`src/rtl/accuracy_tracker_pkg.sv`:
```
`default_nettype none
// +----------------------------------------------------------------------------+
// | Module   : accuracy_tracker_pkg                                            |
// | Purpose  : Shared types and constants for the accuracy tracker: run-level  |
// |            state encoding, per-mille scale and divider latency derivation. |
// | Revision : 1.0 - initial release                                           |
// +----------------------------------------------------------------------------+
package accuracy_tracker_pkg;

  typedef enum logic [1:0] {
    ST_IDLE    = 2'd0,
    ST_COLLECT = 2'd1,
    ST_DIVIDE  = 2'd2,
    ST_DONE    = 2'd3
  } state_e;

  localparam int PERMILLE_SCALE = 1000;

  // correct*1000 needs 10 extra bits over the counter (1000 < 2^10).
  localparam int SCALE_EXTRA_BITS = 10;

  // One quotient bit per cycle over the whole scaled numerator.
  function automatic int div_cycles(input int cnt_bit);
    return cnt_bit + SCALE_EXTRA_BITS;
  endfunction

endpackage
`default_nettype wire

```
`src/rtl/accuracy_tracker_divider.sv`:
```
`default_nettype none
// +----------------------------------------------------------------------------+
// | Module   : accuracy_divider                                                |
// | Purpose  : Unsigned restoring divider, one quotient bit per cycle, MSB     |
// |            first, fixed latency of NUM_W cycles after start.               |
// | Ports    : clk, reset_b (async, active-low)                                |
// |            start     - load operands and begin (ignored when abort high)   |
// |            abort     - cancel any division in progress                     |
// |            numerator - NUM_W-bit dividend                                  |
// |            denominator - DEN_W-bit divisor (must be non-zero)              |
// |            done      - high during the final iteration cycle               |
// |            quotient  - full quotient, valid while done is high             |
// | Revision : 1.0 - initial release                                           |
// +----------------------------------------------------------------------------+
module accuracy_divider #(
  parameter int NUM_W = 24,
  parameter int DEN_W = 14
) (
  input  logic             clk,
  input  logic             reset_b,
  input  logic             start,
  input  logic             abort,
  input  logic [NUM_W-1:0] numerator,
  input  logic [DEN_W-1:0] denominator,
  output logic             done,
  output logic [NUM_W-1:0] quotient
);

  localparam int ITER_W = $clog2(NUM_W + 1);

  logic              active_q, active_d;
  logic [ITER_W-1:0] iter_q, iter_d;
  logic [NUM_W-1:0]  num_q, num_d;
  logic [NUM_W-1:0]  quo_q, quo_d;
  logic [DEN_W-1:0]  rem_q, rem_d;
  logic [DEN_W-1:0]  den_q, den_d;
  logic [DEN_W:0]    trial;
  logic              fits;
  logic              unused_quo_msb;

  // The last quotient bit is resolved combinationally so the consumer can
  // capture the result on the same edge that ends the final iteration.
  always_comb begin
    trial    = {rem_q, num_q[NUM_W-1]};
    fits     = (trial >= {1'b0, den_q});
    quotient = {quo_q[NUM_W-2:0], fits};
    done     = active_q && (iter_q == ITER_W'(1));

    active_d = active_q;
    iter_d   = iter_q;
    num_d    = num_q;
    quo_d    = quo_q;
    rem_d    = rem_q;
    den_d    = den_q;

    if (abort) begin
      active_d = 1'b0;
    end else if (start) begin
      active_d = 1'b1;
      iter_d   = ITER_W'(NUM_W);
      num_d    = numerator;
      den_d    = denominator;
      quo_d    = '0;
      rem_d    = '0;
    end else if (active_q) begin
      // Remainder stays below the divisor, so DEN_W bits always suffice.
      rem_d  = fits ? DEN_W'(trial - {1'b0, den_q}) : trial[DEN_W-1:0];
      num_d  = num_q << 1;
      quo_d  = quotient;
      iter_d = iter_q - ITER_W'(1);
      if (done) active_d = 1'b0;
    end
  end

  always_ff @(posedge clk or negedge reset_b) begin
    if (!reset_b) begin
      active_q <= 1'b0;
      iter_q   <= '0;
      num_q    <= '0;
      quo_q    <= '0;
      rem_q    <= '0;
      den_q    <= '0;
    end else begin
      active_q <= active_d;
      iter_q   <= iter_d;
      num_q    <= num_d;
      quo_q    <= quo_d;
      rem_q    <= rem_d;
      den_q    <= den_d;
    end
  end

  assign unused_quo_msb = quo_q[NUM_W-1];

endmodule
`default_nettype wire

```
`src/rtl/accuracy_tracker.sv`:
```
`default_nettype none
// +----------------------------------------------------------------------------+
// | Module   : accuracy_tracker                                                |
// | Purpose  : Counts evaluated / correctly classified images over a run and   |
// |            computes floor(correct*1000/total) with a multi-cycle divider.  |
// | Ports    : clk, reset_b (async, active-low)                                |
// |            start_run, finish_run      - run control pulses                 |
// |            end_state3, matched, target_label_onehot - compare result       |
// |            class_sel                  - per-class readout select           |
// |            total_count, correct_count, class_hit_count, accuracy_permille  |
// |            busy (COLLECT/DIVIDE), run_done (one-cycle result pulse)        |
// | Config   : PER_CLASS_STATS_EN - build NOUT per-class hit counters; when    |
// |            undefined class_hit_count is 0 and class_sel is unused.         |
// | Revision : 1.0 - initial release                                           |
// +----------------------------------------------------------------------------+
module accuracy_tracker
  import accuracy_tracker_pkg::*;
#(
  parameter int NOUT       = 10,
  parameter int NUM_IMAGES = 10000,
  parameter int CNT_BIT    = 14,
  parameter int ACC_BIT    = 10
) (
  input  logic               clk,
  input  logic               reset_b,
  input  logic               start_run,
  input  logic               finish_run,
  input  logic               end_state3,
  input  logic               matched,
  input  logic [NOUT-1:0]    target_label_onehot,
  input  logic [3:0]         class_sel,
  output logic [CNT_BIT-1:0] total_count,
  output logic [CNT_BIT-1:0] correct_count,
  output logic [CNT_BIT-1:0] class_hit_count,
  output logic [ACC_BIT-1:0] accuracy_permille,
  output logic               busy,
  output logic               run_done
);

  localparam int NUM_W = div_cycles(CNT_BIT);

  state_e             state_q, state_d;
  logic [CNT_BIT-1:0] total_q, total_d;
  logic [CNT_BIT-1:0] correct_q, correct_d;
  logic [ACC_BIT-1:0] acc_q, acc_d;
  logic               busy_q, busy_d;
  logic               run_done_q, run_done_d;

  logic               count_evt;
  logic               div_start, div_abort, div_done;
  logic [NUM_W-1:0]   correct_ext, numerator, div_quo;
  logic               unused_div_quo;

  // start_run takes priority over a coincident compare result.
  assign count_evt = (state_q == ST_COLLECT) && end_state3 && !start_run;

  // Scaled numerator built from the post-increment count so the divider can
  // be loaded on the same edge that leaves COLLECT.
  assign correct_ext = NUM_W'(correct_d);
  assign numerator   = (correct_ext << 10) - (correct_ext << 4) - (correct_ext << 3);

  always_comb begin
    state_d    = state_q;
    total_d    = total_q;
    correct_d  = correct_q;
    acc_d      = acc_q;
    run_done_d = 1'b0;
    div_start  = 1'b0;
    div_abort  = 1'b0;

    if (start_run) begin
      state_d   = ST_COLLECT;
      total_d   = '0;
      correct_d = '0;
      acc_d     = '0;
      div_abort = 1'b1;
    end else begin
      case (state_q)
        ST_COLLECT: begin
          if (count_evt) begin
            total_d = total_q + CNT_BIT'(1);
            if (matched) correct_d = correct_q + CNT_BIT'(1);
          end
          if ((total_d == CNT_BIT'(NUM_IMAGES)) || finish_run) begin
            if (total_d == '0) begin
              // Empty run: nothing to divide, report 0 immediately.
              state_d    = ST_DONE;
              acc_d      = '0;
              run_done_d = 1'b1;
            end else begin
              state_d   = ST_DIVIDE;
              div_start = 1'b1;
            end
          end
        end
        ST_DIVIDE: begin
          if (div_done) begin
            state_d    = ST_DONE;
            acc_d      = div_quo[ACC_BIT-1:0];
            run_done_d = 1'b1;
          end
        end
        default: ;
      endcase
    end

    busy_d = (state_d == ST_COLLECT) || (state_d == ST_DIVIDE);
  end

  always_ff @(posedge clk or negedge reset_b) begin
    if (!reset_b) begin
      state_q    <= ST_IDLE;
      total_q    <= '0;
      correct_q  <= '0;
      acc_q      <= '0;
      busy_q     <= 1'b0;
      run_done_q <= 1'b0;
    end else begin
      state_q    <= state_d;
      total_q    <= total_d;
      correct_q  <= correct_d;
      acc_q      <= acc_d;
      busy_q     <= busy_d;
      run_done_q <= run_done_d;
    end
  end

  accuracy_divider #(
    .NUM_W (NUM_W),
    .DEN_W (CNT_BIT)
  ) u_divider (
    .clk         (clk),
    .reset_b     (reset_b),
    .start       (div_start),
    .abort       (div_abort),
    .numerator   (numerator),
    .denominator (total_d),
    .done        (div_done),
    .quotient    (div_quo)
  );

  assign unused_div_quo = ^div_quo[NUM_W-1:ACC_BIT];

`ifdef PER_CLASS_STATS_EN
  logic [CNT_BIT-1:0] class_cnt_q [NOUT];
  logic [CNT_BIT-1:0] class_cnt_d [NOUT];
  logic               label_onehot;

  // A malformed label still counts toward total/correct but no class.
  assign label_onehot = (target_label_onehot != '0) &&
                        ((target_label_onehot & (target_label_onehot - NOUT'(1))) == '0);

  always_comb begin
    class_hit_count = '0;
    for (int i = 0; i < NOUT; i++) begin
      class_cnt_d[i] = class_cnt_q[i];
      if (start_run)
        class_cnt_d[i] = '0;
      else if (count_evt && matched && label_onehot && target_label_onehot[i])
        class_cnt_d[i] = class_cnt_q[i] + CNT_BIT'(1);
      // Out-of-range selects match no entry and read 0.
      if (class_sel == 4'(i)) class_hit_count = class_cnt_q[i];
    end
  end

  always_ff @(posedge clk or negedge reset_b) begin
    if (!reset_b) begin
      for (int i = 0; i < NOUT; i++) class_cnt_q[i] <= '0;
    end else begin
      for (int i = 0; i < NOUT; i++) class_cnt_q[i] <= class_cnt_d[i];
    end
  end
`else
  logic unused_class_inputs;

  assign class_hit_count     = '0;
  assign unused_class_inputs = ^{class_sel, target_label_onehot};
`endif

  assign total_count       = total_q;
  assign correct_count     = correct_q;
  assign accuracy_permille = acc_q;
  assign busy              = busy_q;
  assign run_done          = run_done_q;

endmodule
`default_nettype wire

```
`config.mk`:
```
export PLATFORM = sky130hd
export DESIGN_NAME = accuracy_tracker
export DESIGN_NICKNAME = d
export VERILOG_FILES = /design/src/rtl/accuracy_tracker_pkg.sv /design/src/rtl/accuracy_tracker_divider.sv /design/src/rtl/accuracy_tracker.sv
export SDC_FILE = /design/constraint.sdc
export NUM_CORES = 1
export LEC_CHECK = 0
export CAP_MARGIN = 10
export CORE_AREA = 2 2 150 152
export CTS_BUF_LIST = sky130_fd_sc_hd__clkbuf_8
export DETAILED_ROUTE_END_ITERATION = 6
export DIE_AREA = 0 0 152 154
export PLACE_DENSITY = 0.56
export SYNTH_ARGS = -nofsm -noshare
export SYNTH_HDL_FRONTEND = slang
export SYNTH_SLANG_ARGS = --single-unit
export TNS_END_PERCENT = 1
```
`constraint.sdc`:
```
create_clock -name clk -period 11.75 [get_ports clk]
set_input_delay 1.175 -clock clk [delete_from_list [all_inputs] [get_ports clk]]
set_output_delay 1.175 -clock clk [all_outputs]
set_load 0.02 [all_outputs]
```
Figure 1. Local utilization (run 1).
(2 px per micron) 15 x 15 tiles, from white (low) to dark blue (high), 0 to 100% covered.
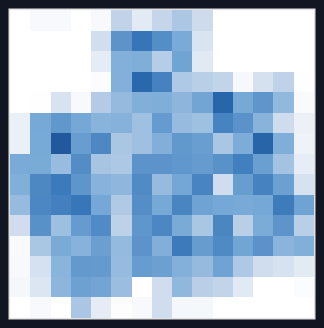
emptiest ninth of the die: upper left
mean over tiles: 34%
tiles over 75% full: 1.8%
nearly empty tiles: 20%
fullest tile: 83%

Figure 2. Congestion heat map (run 1).
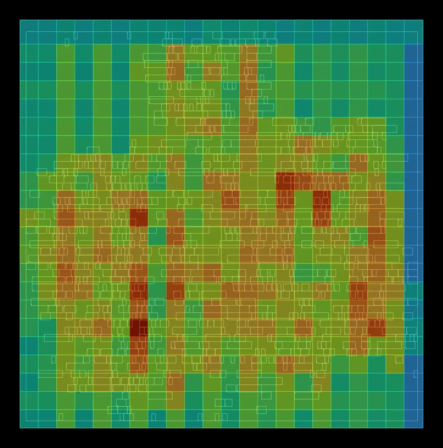
GR met1 Demand/Resource: 0.198
Global Route met2 Usage: 0.258

Figure 3. Metal 4 (run 1).
(2 px per micron)
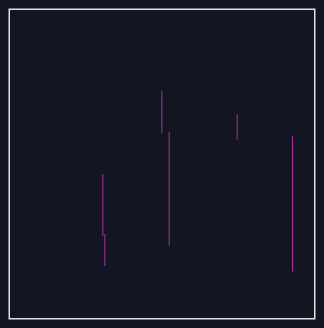
wire length on this layer: 203 microns
share of all routed wire: 1.2%
longest straight run: 67.3 microns

Figure 4. Clock network drawn from the DEF (run 1).
(4 px per micron)
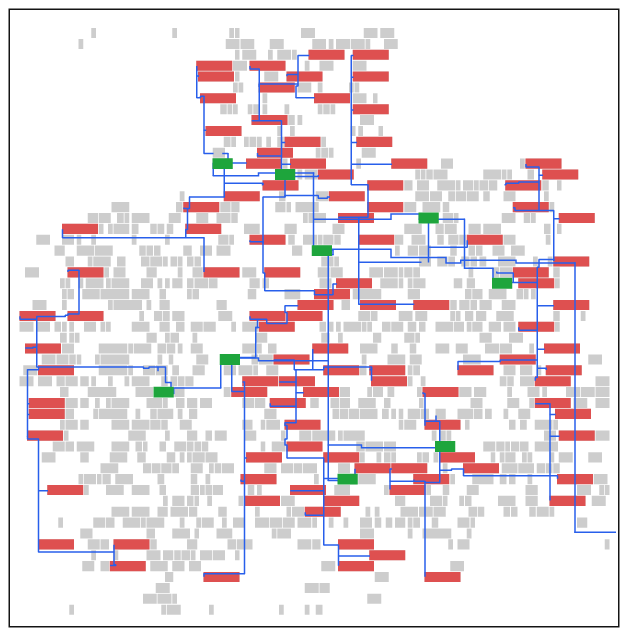
legend:
  clock wires:
    colour: blue
    length: 1530 microns
  cells driving clock nets:
    colour: green
    count: 9
  flip-flops:
    colour: red
    count: 106
flops lie: all over the die

-- run 1: registers in the layout, indices dropped and copies added (netlist names) --
name                flops
u_divider.active_q      1
busy                    1
run_done                1
u_divider.num_q        21
u_divider.rem_q        14
total_count            14
u_divider.iter_q        5
state_q                 2
correct_count          14
u_divider.den_q        14
u_divider.quo_q         9
accuracy_permille      10
-- run 1: cell families after synthesis --
group | after synthesis
and+or+nand+nor | 257
muxes | 35
other | 1
xor gates and xnor gates | 56
buffers and inverters | 132
adders and majority gates | 57
DFF | 106
AOI/OAI and AO/OA | 182
-- run 1: per-layer routing --
layer | vias to the layer above | part of all wire | wire length [microns]
li1 | 2897 | - | -
met1 | 2723 | 0.48 | 8250
met2 | 68 | 0.48 | 8240
met3 | 15 | 0.024 | 413
met4 | 0 | 0.012 | 202
met5 | - | 0 | 0
==> changes_impl.md, run 1 <==
### Implementation results

- Area grow syn2layout: 10.1%
- Clock share of power: 0.134
- Hold-critical path endpoint: u_divider.num_q[10]
- Synth warn: 0
- Tap cells: 280
- Die Size: approximately 23000 sq um
- Clk_skew: 0.0147 ns
- WL/cell: between 15 and 20 microns
- Comb pwr share: 0.546
- Seq. pwr: 521 uW
- DR vias: 5703
- Avg Cell Area, Syn: 9.04 sq um
- Seq pwr share: 0.320
- Drt first pass iters: 4
- Switching power: 693 uW
- Buffers, non-clock: 51
- Total core area: 21700 sq um
- Min Clock Period, post-route: 5.88 ns
- Dpl cell area: approximately 8000 sq um
- Final worst slack: 5.87 ns
- First-pass GRT wire length: 29000 microns
- Cell Type Count: 88
- Fill cell count: 2192
- Hold path depth: 1
- Post-Route Setup TNS: 0 ns
- Status: finished clean
- Clk root buf: clkbuf_8
- HP Start: u_divider.num_q[10]
- Max-cap violations: 0
- Flop count: 106
- Post-CTS Resized: 0
- Final setup fails: 0
- Synth area leader: dfrtp_1
## Run 2: what changed since run 1
--- a/config.mk
+++ b/config.mk
@@ -10,7 +10,7 @@
 export CTS_BUF_LIST = sky130_fd_sc_hd__clkbuf_8
 export DETAILED_ROUTE_END_ITERATION = 6
 export DIE_AREA = 0 0 152 154
-export PLACE_DENSITY = 0.56
+export PLACE_DENSITY = 0.58
 export SYNTH_ARGS = -nofsm -noshare
 export SYNTH_HDL_FRONTEND = slang
 export SYNTH_SLANG_ARGS = --single-unit
==> constraint.sdc (replaced) <==
create_clock -name clk -period 4.9 [get_ports clk]
set_input_delay 0.49 -clock clk [delete_from_list [all_inputs] [get_ports clk]]
set_output_delay 0.49 -clock clk [all_outputs]
set_load 0.02 [all_outputs]
Figure 5. Power grid (run 2).
(3 px per micron) Pins as bars on the die edge.
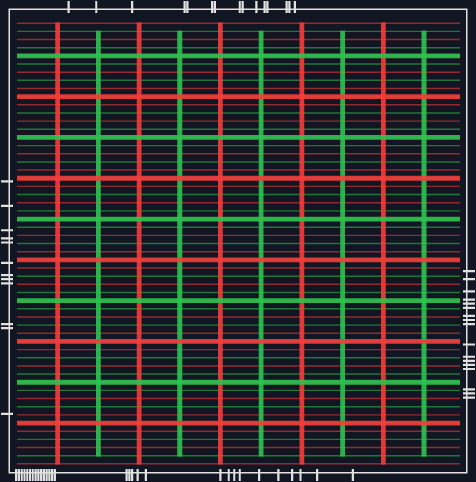
legend:
  VDD:
    colour: green
  VSS:
    colour: red
met5 straps: 10
met1 rails: 55
signal pins: 74
rows: 54
met4 straps: 10

==> run 2 against run 1 <==
Compared with the run above: wire length increased by 1.0%; power increased by 140%; synthesized area stayed put; hold slack got worse by 0.27 ns; worst setup slack got worse by 5.4 ns; first-iteration DRC count grew 3.2%; clock power rose by 130%; cell count up 2.1%; sequential share of layout area is 0.66 points lower.
==> changes_impl.md, run 2 <==
### Implementation results

- Status: finished clean
- Drt first pass iters: 4
- Max reg flops: 21
- Post-Route Setup TNS: 0 ns
- Min Clock Period, post-route: 4.40 ns
- GR met1 Demand/Resource: 0.206
- Final setup fails: 0
- Clk root buf: clkbuf_8
- Switching power: roughly 1.7 mW
- Tap cells: 280
- Post-CTS Resized: 0
- First-pass GRT wire length: between 20000 and 30000 microns
- Global Route met2 Usage: 0.262
- Top routing layer in use: met4
- DR vias: 5766
- Synth warn: 0
- Buffers, non-clock: 76
- Largest Register: u_divider.num_q
- Area grow syn2layout: 12.4%
- Flop count: 106
- Fill cell count: about 2200
- Comb pwr share: 0.554
- Cell Type Count: 88
run 2: netlist changes by cell type in the layout (fill, tap and decap cells not counted), sizes merged:
cell	change
clkinv	-2
inv	-1
clkinvlp	+2
buf	+25
run 2: kinds of logic (layout without fill, tap and decap cells):
kind of cell | after synthesis | count (layout)
flip-flops | 106 | 106
AND-OR/OR-AND | 182 | 182
buffers and inverters | 132 | 167
AND/OR/NAND/NOR | 257 | 257
XOR/XNOR | 56 | 56
other | 1 | 14
adder cells (fa/ha/maj) | 57 | 57
multiplexers | 35 | 35
run 2: through the flow:
stage,power (mW),area [sq um]
after global routing,4.27,8390
after detailed placement,3.43,8230
after global placement,3.41,8230
after CTS,3.95,8390
final,3.91,8390
after floorplan,2.99,7510
No activity file was given, so power comes from the tool's default toggle rates.
